### config.mk
export PLATFORM = sky130hd
export DESIGN_NAME = inst_fetch
export DESIGN_NICKNAME = d
export VERILOG_FILES = /design/src/rtl/inst_fetch.sv
export SDC_FILE = /design/constraint.sdc
export NUM_CORES = 1
export LEC_CHECK = 0
export CAP_MARGIN = 5
export CORE_MARGIN = 2
export CORE_UTILIZATION = 45
export CTS_CLUSTER_DIAMETER = 80
export CTS_CLUSTER_SIZE = 24
export DETAILED_ROUTE_END_ITERATION = 8
export HOLD_SLACK_MARGIN = 0.12
export PLACE_DENSITY = 0.93
export SLEW_MARGIN = 20
export SYNTH_ARGS = -nofsm -noshare
export SYNTH_HDL_FRONTEND = slang
export SYNTH_SLANG_ARGS = --single-unit
### constraint.sdc
create_clock -name clk -period 6.1 [get_ports clk]
set_clock_uncertainty 0.15 [all_clocks]
set_input_delay 1.525 -clock clk [delete_from_list [all_inputs] [get_ports clk]]
set_output_delay 1.525 -clock clk [all_outputs]
set_load 0.05 [all_outputs]
### src/rtl/inst_fetch.sv
// Instruction fetch stage: owns the PC and ROM chip-enable, and captures each
// fetched word with its PC into the IF/ID register for decode.
module inst_fetch #(
   parameter logic [31:0] RESET_PC = 32'h0000_0000
) (
   input  logic        clk,
   input  logic        rst_n,
   input  logic        stall,
   input  logic        flush,
   input  logic [31:0] flush_pc,
   input  logic        branch_en,
   input  logic [31:0] branch_target,
   output logic        ce,
   output logic [31:0] addr,
   input  logic [31:0] inst,
   output logic [31:0] pc,
   output logic [31:0] id_pc,
   output logic [31:0] id_inst,
   output logic        id_valid
);

   typedef enum logic {S_IDLE, S_RUN} state_t;
   state_t state;

   assign addr = pc;

   always_ff @(posedge clk or negedge rst_n) begin
      if (!rst_n) begin
         state    <= S_IDLE;
         ce       <= 1'b0;
         pc       <= RESET_PC;
         id_pc    <= 32'h0;
         id_inst  <= 32'h0;
         id_valid <= 1'b0;
      end else begin
         case (state)
            // One idle edge after reset release: enable the ROM, keep PC at RESET_PC.
            S_IDLE: begin
               state <= S_RUN;
               ce    <= 1'b1;
            end
            S_RUN: begin
               if (flush) begin
                  pc       <= {flush_pc[31:2], 2'b00};
                  id_pc    <= 32'h0;
                  id_inst  <= 32'h0;
                  id_valid <= 1'b0;
               end else if (!stall) begin
                  // Word fetched alongside a taken branch is the delay slot and is kept.
                  pc       <= branch_en ? {branch_target[31:2], 2'b00} : pc + 32'd4;
                  id_pc    <= pc;
                  id_inst  <= inst;
                  id_valid <= 1'b1;
               end
            end
            default: state <= S_IDLE;
         endcase
      end
   end

endmodule
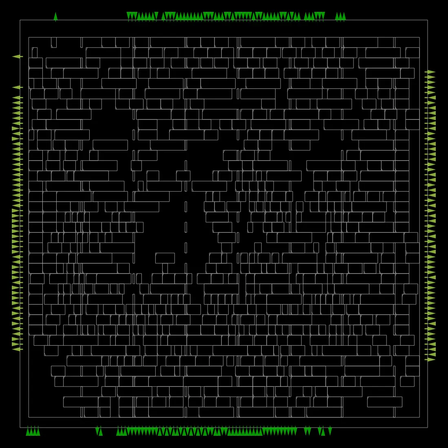
*Cell outlines without signal wires, run 1*
Core ar.: 10,400 um2
Seq/total area: 33.7%

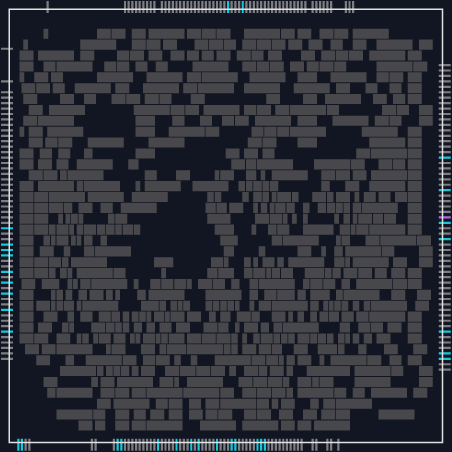
*Pin placement, run 1*
Scale: 4 px per um. Pins as bars across the die edge, other pins in gray.
flush: drawn in purple, pins 1, direction input, edge right. branch_target: drawn in cyan, pins 32, direction input, edge 14 bottom, 9 left, 7 right, 2 top.
All pins by edge: 63 bottom, 59 top, 57 right, 52 left.
Die Y: 108 um
Port Buffers: 222
die width: 108 um

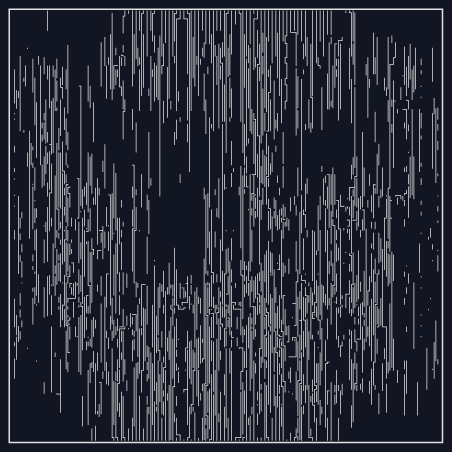
*The metal 2 layer, run 1*
Scale: 4 px per um.
The longest straight run is 40.1 um. The wires run mostly vertical. The layer holds 51% of the routed length. The layer carries 7,990 um of wire. 677 nets have wire on it.
M2 GR Usage: 45.0%
Routed WL: 15,700 um
routed vias: 4,752

-- run 1: worst register-to-register path, stage by stage (launching register included) --
cell and delay [ns]:
dfrtp_1 0.55, nand2_1 0.24, or4_1 0.82, or4_1 0.62, a21oi_1 0.16, o22a_1 0.15
-- run 1: flip-flops by register name, indices dropped and copies added (netlist names) --
name,count
addr,30
ce,1
id_inst,32
id_pc,31
id_valid,1
state,1
-- run 1: cell usage in the layout, fill, tap and decap left out, drive strengths merged, types with 3 or more instances in the layout --
master         count
and3              13
xnor2              8
a211oi             3
nor4              11
dfrtp             96
clkdlybuf4s50    221
nand2b             4
xor2               7
nand2             31
nor2              18
or3                3
nand4              6
nor3               6
o22ai              5
buf                8
inv                7
nand3             22
a22o              62
o21ai             27
o221ai             3
o211ai             4
o31a               3
conb               5
a221oi             4
mux2i              7
clkbuf            13
a21oi             33
-- run 1: power by group through the flow --
stage                     Sequential (mW)  Combinational [mW]  Clock, mW
final                               0.805               0.821      0.435
after global routing                0.815               0.856      0.473
after CTS                           0.803               0.824      0.445
after detailed placement            0.815               0.821          0
after global placement              0.808               0.807          0
after floorplan                      1.02               0.318          0
-- run 1: how the worst min path moves through the flow --
stage	startpoint	end	slack (ns)	cells after the start
6_report	id_pc[9]	id_pc[9]	0.36	1
5_1_grt	id_pc[25]	id_pc[25]	0.39	1
4_1_cts	id_pc[26]	id_pc[26]	0.36	1
3_5_place_dp	id_pc[10]	id_pc[10]	0.32	2
3_3_place_gp	ce	ce	0.32	1
2_1_floorplan	id_pc[10]	id_pc[10]	0.61	2
-- run 1: cell type report --
class | count | area share, %
Tap cell | 136 | 2.38
Clock buffer | 13 | 2.37
Inverter | 7 | 0.368
Clock inverter | 2 | 0.526
Timing Repair Buffer | 229 | 31.8
Multi-Input combinational cell | 312 | 28.9
Sequential cell | 96 | 33.7
==> results.sh, run 1 <==
# physical design summary
export IMPL_critPathTopFamily="buffers and inverters"
export IMPL_synth_cellmix_simpleShare_pct=13.4
export IMPL_cp_endpoint="addr[31]"
export IMPL_status="finished, final reports clean"
export IMPL_fillers=812
export IMPL_maxCapViolCount=0
export IMPL_p_per_area_nw_per_um2=289
export IMPL_grtUsageMet3_pct=3.86
export IMPL_ios=231
export IMPL_grt_busiest_layer="met2"
export IMPL_ant_nets=0
export IMPL_hold_class="register to register"
export IMPL_largest_area_cell="dfrtp_1"
export IMPL_hold_viol_final=0
export IMPL_met1_length_um=6110
export IMPL_ys_chip_area_um2=4860
export IMPL_r2r_slack_ns=3.34
export IMPL_cts_buffers=9
export IMPL_route_met2_wl_um=7990
export IMPL_viasPerCell=5.98
export IMPL_min_period_ns=4.04
export IMPL_reg2reg_depth=5
export IMPL_slew_headroom_pct=48.7
export IMPL_crit_path_top_delay_cell="a21boi_2"
export IMPL_holdWs_ns=0.359
export IMPL_synth_main_ff_cell="dfrtp_1"
export IMPL_wl_per_cell_um=19.7
export IMPL_dr_max_layer_used="met4"
export IMPL_yosys_warnings=0
export IMPL_yosys_area_top_type_share_pct=49.4
### Port wiring, run 1

Scale: 2 px per um.
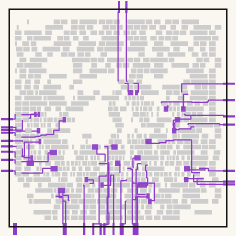

==> run 2: changes to the inputs <==
CORE_UTILIZATION = 41   (was 45)
PLACE_DENSITY = 0.86   (was 0.93)
clock period = 3.9 ns   (was 6.1 ns; I/O delays follow)
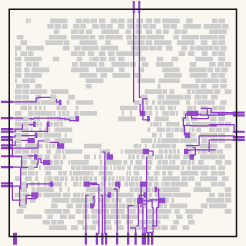
*Port wiring, run 2*
Scale: 2 px per um.
branch_target: drawn in purple, direction input, end cells 31, buffers 30, wire 875 um.
io pins: 231

==> results.sh, run 2 <==
# physical design summary
export IMPL_drc=15
export IMPL_met3_length_um=1220
export IMPL_dr_pass1_iters=7
export IMPL_layout_cells_most_common="clkdlybuf4s50_1"
export IMPL_met1_length_um=6510
export IMPL_cts_buffers=9
export IMPL_gp_congestion=0.866
export IMPL_wl_per_cell_um=19.4
export IMPL_grt_busiest_layer="met2"
export IMPL_ys_chip_area_um2=4860
export IMPL_critPathTopFamily="buffers and inverters"
export IMPL_grtUsageMet3_pct=3.43
export IMPL_viasPerCell=5.84
export IMPL_dr_max_layer_used="met4"
export IMPL_slew_headroom_pct=47.2
export IMPL_status="complete, but fails checks"
export IMPL_core_area_um2=11500
export IMPL_totalWireLength_um=15600
export IMPL_dieWidth_um=113
export IMPL_min_period_ns=2.99
export IMPL_holdWs_ns=0.342
export IMPL_antenna_found_initial=0
export IMPL_grt_pass1_vias=4557
export IMPL_layout_top_cells="221 x clkdlybuf4s50_1, 96 x dfrtp_1, 62 x a22o_1"
export IMPL_final_util_pct=63.2
export IMPL_hold_class="register to register"
export IMPL_violations="design-rule violations"
export IMPL_ant_nets=0
export IMPL_die_y_um=113
export IMPL_via_count=4698
export IMPL_hold_viol_final=0
export IMPL_largest_reg_flops=32
export IMPL_post_cts_resize_count=0
export IMPL_maxCapViolCount=0
export IMPL_yosys_area_top_type_share_pct=49.4
export IMPL_synthDistinctLibCells=51
export IMPL_fillers=940
export IMPL_crit_path_top_delay_cell="clkdlybuf4s50_1"
export IMPL_min_delay_start="ce"
export IMPL_synth_main_ff_cell="dfrtp_1"
export IMPL_route_met2_wl_um=7590
export IMPL_largest_register="id_inst"
export IMPL_numPortBuffers=222
export IMPL_p_per_area_nw_per_um2=473
export IMPL_yosys_warnings=0
export IMPL_use_met2_pct=40.3
export IMPL_largest_area_cell="dfrtp_1"
[run 2: cell counts after synthesis]
Identical to the previous run, type by type.
[run 2: per-stage QoR]
step | power [mW] | cell area (um2)
2_1_floorplan | 2.10 | 4870
3_3_place_gp | 2.54 | 6970
3_5_place_dp | 2.56 | 6970
4_1_cts | 3.46 | 7270
5_1_grt | 3.57 | 7270
6_report | 3.44 | 7270
[run 2: path summary, 6_finish.rpt]
| kind | endpoint | slack, ns | depth (start not counted) |
|---|---|---|---|
| worst max-delay path | addr[4] | 0.91 | 1 |
| worst min-delay path | ce | 0.34 | 1 |
| worst max register to register | addr[30] | 1.12 | 5 |
| worst min register to register | ce | 0.34 | 1 |
| max in group asynchronous | id_inst[21] | 2.36 | 2 |
| min in group asynchronous | id_pc[12] | 0.49 | 1 |
[run 2: final cells by class]
cell class                 instances  area [um2]  share of cell area [%]
tap                              143         179                    2.46
sequential                        96        2400                    33.0
clock buffer                      10         229                    3.15
clock inverter                     6        68.8                   0.946
inverter                           7        26.3                   0.361
timing repair buffer             230        2310                    31.7
multi-input combinational        312        2060                    28.3
[run 2: power groups by stage]
stage                     Sequential [mW]  Clock [mW]  Combinational (mW)
after floorplan                      1.60           0               0.498
after global placement               1.26           0                1.27
after detailed placement             1.27           0                1.29
after CTS                            1.26       0.908                1.29
after global routing                 1.28       0.949                1.35
final                                1.26       0.891                1.29
[run 2: cells by family after synthesis]
group | count (synthesis) | share of synthesized area, %
simple gates | 123 | 13.4
buf+inv | 79 | 8.85
other cells | 2 | 0.154
flops | 96 | 49.4
xor+xnor | 15 | 2.70
fa+ha+maj | 1 | 0.257
compound gates | 161 | 23.8
mux | 7 | 1.44
No activity file was given, so power comes from the tool's default toggle rates.
